Design alu_operand_sequencer, sky130hd; sources not shown.
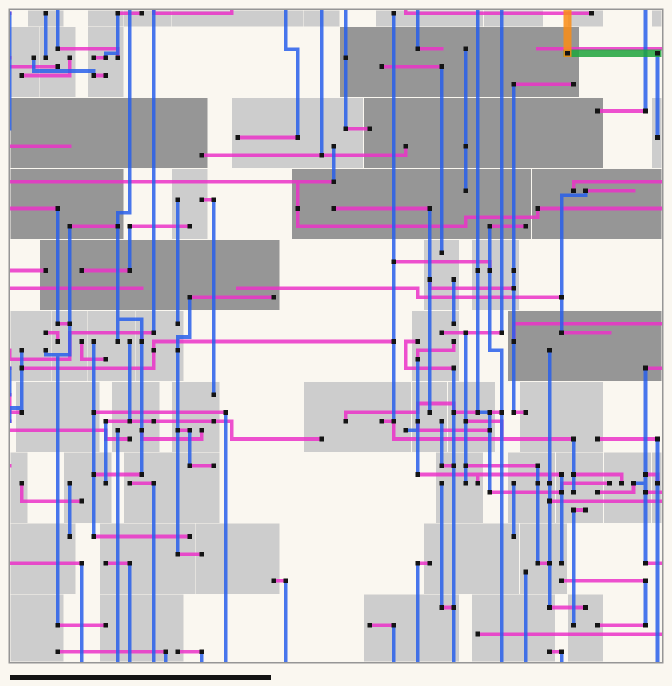
Figure 1: run 1, layout detail.
The bar under the picture is 10 um long. Region (26, 11) to (51, 36) um. Cells in gray, sequential cells in the stronger gray; small squares are vias.
- metal 1: magenta
- metal 4: orange
- metal 2: blue
- metal 3: green
- most frequent: nand3_1 (8), nand2_1 (8), dfrtp_1 (7)
- cells with their middle in the window: 42
- sequential cells in the window: 7

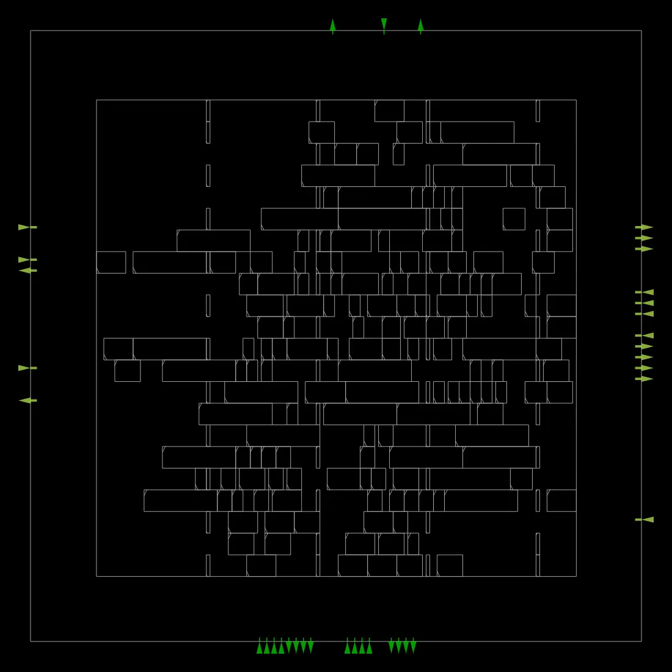
Figure 2: run 1, cell placement.
Seq area share: 0.373
number of fillers in the final layout: 361
tap cell count: 48
num rows: 22

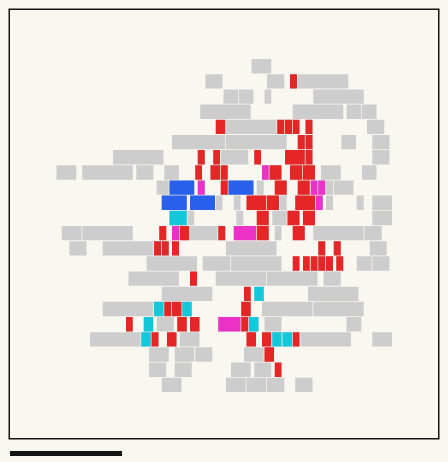
Figure 3: run 1, logic cells by family.
The bar under the picture is 20 um long.
- nand cells: red (cells 60)
- fa/ha/maj cells: blue (cells 4; where center)
- nor cells: magenta (cells 8; where center)
- aoi and oai cells: cyan (cells 9)
tally of non-filler cells in the final layout: 214
logic gate fraction of the total cell area: 0.266
most frequent logic cell in the layout: nand2_1

==> results.toml, run 1 <==
# synthesis and place-and-route metrics
[setup_path]
cp_top_family = "flip-flops"
worstPathMaxFanout = 6
worst_path_max_delay_cell = "dfrtp_2"
critical_path_arrival_ns = 1.50
register_to_register_setup_slack_ns = 0.16
timing.critical_path.to_type = "register"

[logic_synthesis]
post_synth_and_or_nand_nor_area_fraction = 0.290
netlist_instances = 121
compound_area_frac = 0.0441
synthesis.area_per_instance_sq_um = 9.14
yosys-top-cells-count = "nand2_1, dfrtp_1, nand3_1, inv_1"
synth_top_cell_by_count = "nand2_1"
synthDominantCellAreaShare = 0.543
synthXorXnorAreaFrac = 0
synthMuxAreaShare = 0
ys_cells = 121

[finish]
layout.nets = 188
drive_gt1_frac = 0.157
lay_top_cells = "nand2_1, dfrtp_1, dlygate4sd2_1"
signal_buffers_share_of_area = 0.249
n_all_buffers = 45
area.growth.synth_to_final_pct = 45.7
layout.comb_gates.multi_input = 81

[pwr]
switchingPower_uw = 589
powerSeq_uw = 759
power_per_cell_area_nw_per_um2 = 1200
pwr-share-seq = 0.393

[die]
chip_area_sq_um = 5890
core-area_sq_um = 3610
fp.dieH_um = 76.7

[clock_network]
ctsLongestPathBuffers = 2
cts_resized = 20
clock_latency_ns = 0.26
cts_root_buffer = "clkbuf_8"

[global_routing]
global_route.peak_usage_layer = "met2"
grt_util_all_layers = 0.0949
overflow = 0

[sta]
fmax_ghz = 0.650
setup_viol = 0

[place]
placedInstanceArea_sq_um = 1500
place.port_buffers = 35
place_inst = 203

[status]
status = "finished, final reports clean"

[drt]
drc = 0
route.met3.wl_um = 150

[hold_path]
depth_of_the_worst_hold_timing_path = 0
Figure 4. Clock wires, drivers and flops (run 1).
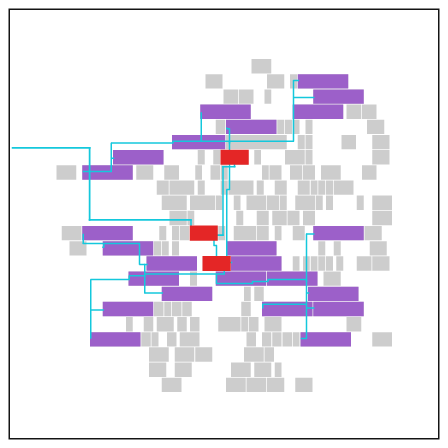

## Run 2: what changed since run 1
==> constraint.sdc (replaced) <==
create_clock -name clk -period 1.5 [get_ports clk]
set_clock_uncertainty 0.2 [all_clocks]
set_input_delay 0.3 -clock clk [delete_from_list [all_inputs] [get_ports clk]]
set_output_delay 0.3 -clock clk [all_outputs]
set_load 0.005 [all_outputs]
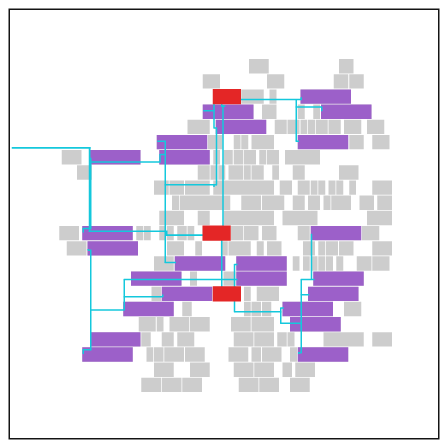
Figure 5: run 2, clock wires, drivers and flops.
- clock wires: cyan (length 310 um)
- clock drivers: red (count 3)
- flip-flops: purple (count 24)
- routed clock nets: 4
total clock network power: 565 uW
Clk pwr share: 0.221
Late-Pin Clk Latency: 0.27 ns

==> run 2 against run 1 <==
Compared with the run above: wire length up 4.0%; sequential share of layout area down 4.5 points; first-iteration DRC count down 17%; combinational power up 65%; critical path depth down 1.
==> results.toml, run 2 <==
# synthesis and place-and-route metrics
[status]
status = "finished, final reports clean"

[setup_path]
worst_path_max_delay_cell = "dfrtp_1"
critical_path_arrival_ns = 1.42
timing.critical_path.to_type = "register"

[logic_synthesis]
synthMuxAreaShare = 0
synthesis.area_per_instance_sq_um = 9.14
post_synth_and_or_nand_nor_area_fraction = 0.290
yosys-top-cells-count = "nand2_1, dfrtp_1, nand3_1, inv_1"
netlist_instances = 121
compound_area_frac = 0.0441
synth_top_cell_by_count = "nand2_1"

[pwr]
pwr-share-seq = 0.340
switchingPower_uw = 816

[place]
place_inst = 206
placedInstanceArea_sq_um = 1540
place.port_buffers = 35

[die]
tap_cell_count = 48
num_rows = 22
fp.dieH_um = 76.7
core-area_sq_um = 3610

[drt]
route.met3.wl_um = 152

[clock_network]
cts_resized = 39
cts_root_buffer = "clkbuf_8"
ctsLongestPathBuffers = 2

[finish]
n_all_buffers = 55
drive_gt1_frac = 0.318
layout.comb_gates.multi_input = 81
seq-cell-share = 0.328

[sta]
fmax_ghz = 0.684
setup_viol = 0

[hold_path]
depth_of_the_worst_hold_timing_path = 0
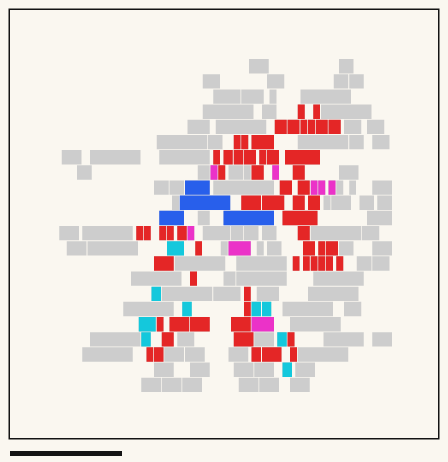
Figure 6: run 2, logic cells by family.
The bar under the picture is 20 um long.
- aoi and oai cells: cyan (cells 9)
- nor cells: magenta (cells 8)
- fa/ha/maj cells: blue (cells 4; where center)
- nand cells: red (cells 60)
tally of non-filler cells in the final layout: 224
logic gate fraction of the total cell area: 0.290

Figure 7. Cell placement (run 2).
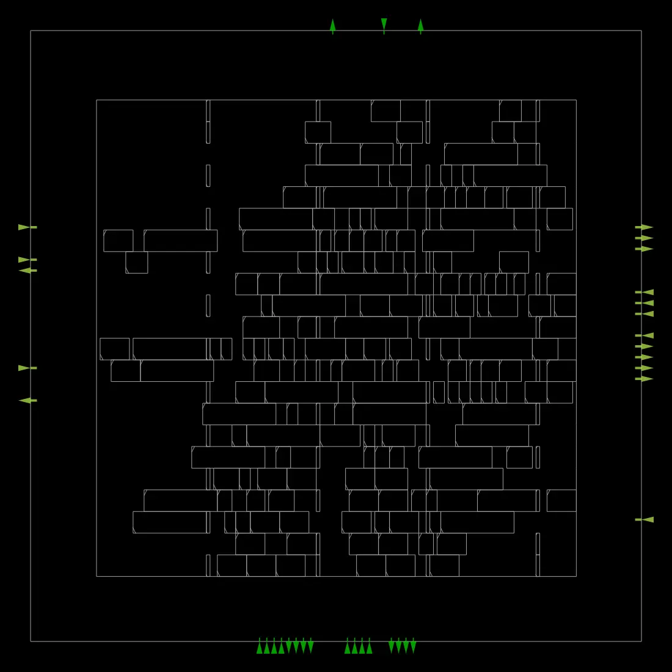

## Run 3: what changed since run 2
--- a/config.mk
+++ b/config.mk
@@ -12,6 +12,7 @@
 export CTS_CLUSTER_SIZE = 40
 export DETAILED_ROUTE_END_ITERATION = 7
 export PLACE_DENSITY = 0.59
+export REMOVE_ABC_BUFFERS = 1
 export SETUP_SLACK_MARGIN = 0.05
 export SYNTH_ARGS = -nofsm -noshare
 export SYNTH_HDL_FRONTEND = slang
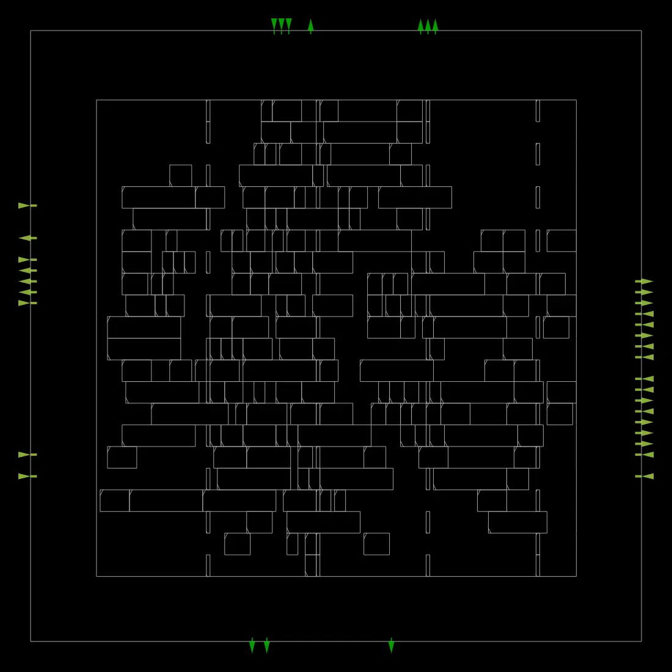
Figure 8: run 3, cell placement.
number of fillers in the final layout: 319
tally of non-filler cells in the final layout: 225

==> run 3 against run 2 <==
Compared with the run above: worst setup slack improved by 0.011 ns; largest power group unchanged; wire length up 5.4%; utilization is 1.1 points lower; critical path depth unchanged; power fell by 6.2%; combinational power barely moved; flip-flop count is the same; sequential share of layout area up 0.83 points; sequential power down 0.5%; maximum frequency is 0.73% higher; first-iteration DRC count grew 79%; synthesized cell count unchanged.
==> results.toml, run 3 <==
# synthesis and place-and-route metrics
[finish]
drive_gt1_frac = 0.277
n_all_buffers = 56
seq-cell-share = 0.336
comb_area_frac = 0.280

[logic_synthesis]
synth_top_cell_by_count = "nand2_1"
synthesis.area_per_instance_sq_um = 9.14
synthMuxAreaShare = 0
compound_area_frac = 0.0441
post_synth_and_or_nand_nor_area_fraction = 0.290

[sta]
fmax_ghz = 0.689

[die]
tap_cell_count = 48
num_rows = 22
fp.dieH_um = 76.7
core-area_sq_um = 3610
die_w_um = 76.7

[clock_network]
cts_root_buffer = "clkbuf_8"
tritoncts = "done"
cts_resized = 35
ctsLongestPathBuffers = 2

[global_routing]
grt.met2_usage = 0.145

[flow_run]
max_cap_violations = 0

[pwr]
clock_power_share = 0.180
switchingPower_uw = 791
pwr-share-seq = 0.360

[place]
placedInstanceArea_sq_um = 1540
place_inst = 206

[setup_path]
critical_path_arrival_ns = 1.41
worst_path_max_delay_cell = "dfrtp_1"

[drt]
route.met3.wl_um = 186

[status]
status = "finished, final reports clean"
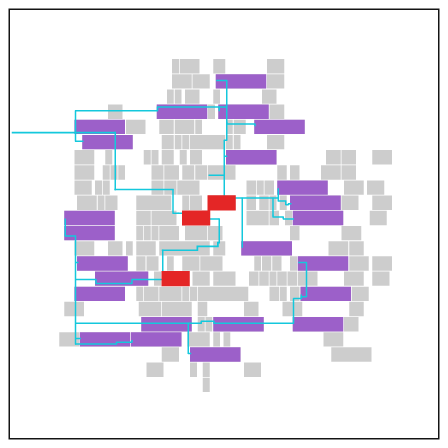
Figure 9: run 3, clock wires, drivers and flops.
- flip-flops: purple (count 24)
- clock wires: cyan (length 288 um)
- clock drivers: red (count 3)
- routed clock nets: 4
Late-Pin Clk Latency: 0.26 ns
total clock network power: 431 uW

No activity file was given, so power comes from the tool's default toggle rates.
